==> src/rtl/scan_decoder.sv <==
// N-to-2**N one-hot decoder with registered outputs: direct decode or timed scan of the outputs.
// Optional macro BLANK_GAP_EN inserts one blank cycle at the end of each scan dwell period.
module scan_decoder #(
    parameter int N          = 2,
    parameter int SCAN_COUNT = 2**N,
    parameter int DWELL      = 4
) (
    input  logic              clk,
    input  logic              rst,
    input  logic              e,
    input  logic              mode,
    input  logic [N-1:0]      x,
    output logic [2**N-1:0]   y,
    output logic [N-1:0]      code,
    output logic              valid,
    output logic              wrap
);

    localparam int W  = 2**N;
    localparam int CW = (DWELL > 1) ? $clog2(DWELL) : 1;
    localparam logic [N-1:0]  LAST_CODE = N'(SCAN_COUNT - 1);
    localparam logic [N-1:0]  ONE_CODE  = N'(1);
    localparam logic [CW-1:0] LAST_DW   = CW'(DWELL - 1);
    localparam logic [CW-1:0] ONE_DW    = CW'(1);

    typedef enum logic [1:0] {
        IDLE   = 2'd0,
        DIRECT = 2'd1,
        SCAN   = 2'd2
    } state_t;

    state_t         r_state;
    logic [W-1:0]   r_y;
    logic [N-1:0]   r_code;
    logic           r_valid;
    logic           r_wrap;
    logic [CW-1:0]  r_dwell;

    logic           w_last_dwell;
    logic [N-1:0]   w_next_code;
    logic [CW-1:0]  w_next_dwell;

    if (SCAN_COUNT < 1 || SCAN_COUNT > W) begin : g_chk_count
        $error("scan_decoder: SCAN_COUNT must be in 1..2**N");
    end
`ifdef BLANK_GAP_EN
    if (DWELL < 2) begin : g_chk_dwell
        $error("scan_decoder: DWELL must be at least 2 when blanking is enabled");
    end
`else
    if (DWELL < 1) begin : g_chk_dwell
        $error("scan_decoder: DWELL must be at least 1");
    end
`endif

    function automatic logic [W-1:0] onehot(input logic [N-1:0] idx);
        onehot = {{(W-1){1'b0}}, 1'b1} << idx;
    endfunction

    assign w_last_dwell = (r_dwell == LAST_DW);
    assign w_next_code  = (r_code == LAST_CODE) ? {N{1'b0}} : (r_code + ONE_CODE);
    assign w_next_dwell = r_dwell + ONE_DW;

    // Mode FSM; every output is a register updated here.
    always_ff @(posedge clk) begin
        if (rst) begin
            r_state <= IDLE;
            r_y     <= '0;
            r_code  <= '0;
            r_valid <= 1'b0;
            r_wrap  <= 1'b0;
            r_dwell <= '0;
        end else if (!e) begin
            r_state <= IDLE;
            r_y     <= '0;
            r_valid <= 1'b0;
            r_wrap  <= 1'b0;
            r_dwell <= '0;
        end else if (!mode) begin
            r_state <= DIRECT;
            r_y     <= onehot(x);
            r_code  <= x;
            r_valid <= 1'b1;
            r_wrap  <= 1'b0;
            r_dwell <= '0;
        end else if (r_state != SCAN) begin
            // Any entry into scan restarts at index 0 without a wrap pulse.
            r_state <= SCAN;
            r_y     <= onehot({N{1'b0}});
            r_code  <= '0;
            r_valid <= 1'b1;
            r_wrap  <= 1'b0;
            r_dwell <= '0;
        end else if (w_last_dwell) begin
            r_state <= SCAN;
            r_y     <= onehot(w_next_code);
            r_code  <= w_next_code;
            r_valid <= 1'b1;
            r_wrap  <= (r_code == LAST_CODE);
            r_dwell <= '0;
        end else begin
            r_state <= SCAN;
            r_code  <= r_code;
            r_wrap  <= 1'b0;
            r_dwell <= w_next_dwell;
`ifdef BLANK_GAP_EN
            // Blank the final cycle of each dwell period to avoid ghosting.
            if (w_next_dwell == LAST_DW) begin
                r_y     <= '0;
                r_valid <= 1'b0;
            end else begin
                r_y     <= onehot(r_code);
                r_valid <= 1'b1;
            end
`else
            r_y     <= onehot(r_code);
            r_valid <= 1'b1;
`endif
        end
    end

    assign y     = r_y;
    assign code  = r_code;
    assign valid = r_valid;
    assign wrap  = r_wrap;

endmodule

==> config.mk <==
export PLATFORM = sky130hd
export DESIGN_NAME = scan_decoder
export DESIGN_NICKNAME = d
export VERILOG_FILES = /design/src/rtl/scan_decoder.sv
export SDC_FILE = /design/constraint.sdc
export NUM_CORES = 1
export LEC_CHECK = 0
export ABC_AREA = 1
export ABC_CLOCK_PERIOD_IN_PS = 2140
export CAP_MARGIN = 5
export CORE_AREA = 10 10 47 49
export DETAILED_ROUTE_END_ITERATION = 6
export DIE_AREA = 0 0 57 59
export PLACE_DENSITY = 0.69
export SLEW_MARGIN = 30
export SYNTH_ARGS = -nofsm -noshare
export SYNTH_HDL_FRONTEND = slang
export SYNTH_SLANG_ARGS = --single-unit
==> constraint.sdc <==
create_clock -name clk -period 2.14 [get_ports clk]
set_clock_uncertainty 0.2 [all_clocks]
set_input_delay 0.535 -clock clk [delete_from_list [all_inputs] [get_ports clk]]
set_output_delay 0.535 -clock clk [all_outputs]
set_load 0.1 [all_outputs]
Fig. 1: cell density map
The die is cut into 11 by 12 equal tiles; white is low, dark blue is high, 0 to 100% covered.
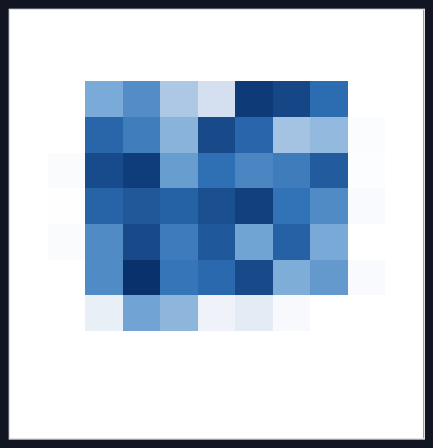
mean over tiles: 23%
nearly empty tiles: 61%
fullest tile: 100%
tiles over 75% full: 15%
emptiest ninth of the die: lower right

Fig. 2: selected gate families
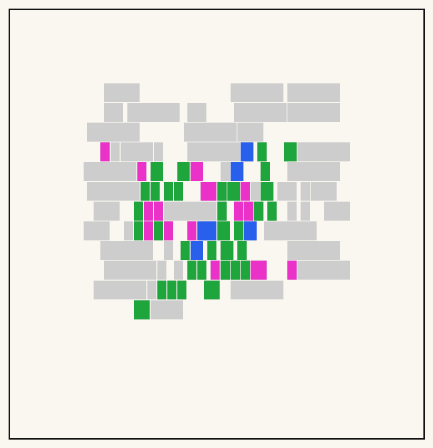
legend:
  magenta:
    family: NOR gates
    cells: 15
    most_used: nor2_1
    where: center
  blue:
    family: inverting AOI/OAI gates
    cells: 5
    most_used: a21oi_1
    where: center
  green:
    family: NAND gates
    cells: 34
    most_used: nand2_1
    where: center
most used logic cell in the final layout: nand2_1
logic share of the area: 31.73%
Cell Count, Final, Fillers Out: 113

==> impl_metrics.tcl <==
# yosys + openroad results
set metrics [dict create \
    status "finished, final reports clean" \
    common_cells "nand2_1, dfxtp_1, nor2_1" \
    internal-power_mw 0.3767 \
    dpl_cell_area_sq_um 772.0 \
    crit_type "reg2out" \
    grt_pass1_vias 472 \
    grt_pass1_wl_microns 2028 \
    comb_cells 56 \
    hold_viol_final 0 \
    syn_area_per_cell_sq_um 6.772 \
    synth_cells 80 \
    fin_area_sq_um 808.3 \
    cp_max_fo 5 \
    worst_slack_ps 456.9 \
    die_area_sq_um 3363 \
    setup_tns_ps 0 \
    initialDrtViolationCount 8 \
    dp_slack_ps 193.2 \
    fin_crit_sh_pct 78.65 \
    cp-endpoint "code[0]" \
    tightest_slew_ps 334.7 \
    route.detailed.drc 0 \
    powerClk_mw 0.177 \
    area_share_nonclk_buffers_pct 26.01 \
    die.size.y_microns 59 \
    warning_count 26 \
    p_sw_mw 0.1561 \
    drt-met1-wl_microns 495 \
    mux_share_pct 0 \
    fp_util_pct 38.66 \
    numCtsBuffers 3 \
    crit_path_cell_trace "buf_12" \
    netlist_logic_family_top "simple AND/OR/NAND/NOR gates" \
    htree_levels 1 \
    holdWs_ps 220.5 \
    finalPower_mw 0.5328 \
    overflow 0 \
    die_w_microns 57 \
    crit_path_max_incr_delay_ps 460 \
    wl_met2_microns 562 \
    nWellTaps 16 \
    nNonClkBuffers 13 \
    cp.depth 1 \
    flop_cell "dfxtp_1" \
    ios 14 \
    fa_ha_area_share_pct 4.619 \
    logic_area_sq_um 256.5 \
]
Fig. 3: M2 wires
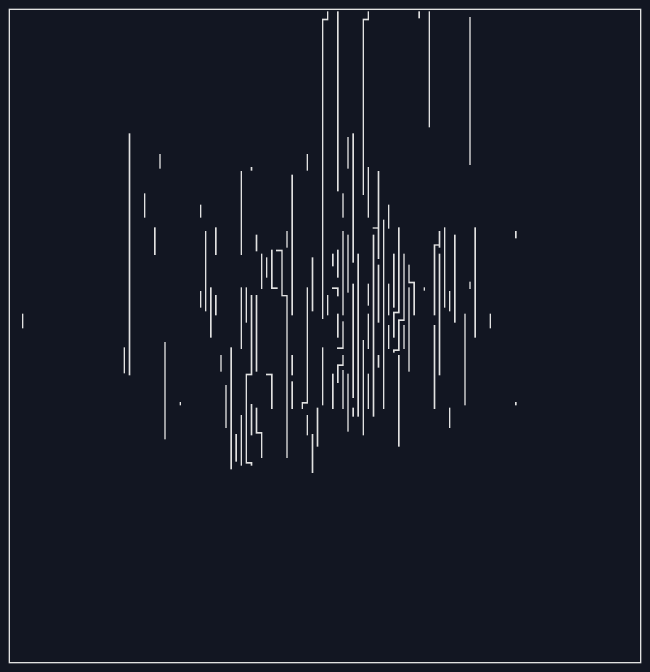
share of all routed wire: 47%
main direction: vertical
GR Layer Usage met2: 11.47%
DR vias: 512
total wire length: 1207 microns

Fig. 4: signal wires by layer
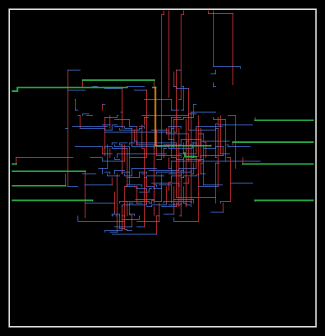
legend:
  orange:
    layer: metal 4
    wire_length: 10.9 microns
  green:
    layer: metal 3
    wire_length: 138 microns
  red:
    layer: metal 2
    wire_length: 563 microns
  blue:
    layer: metal 1
    wire_length: 496 microns

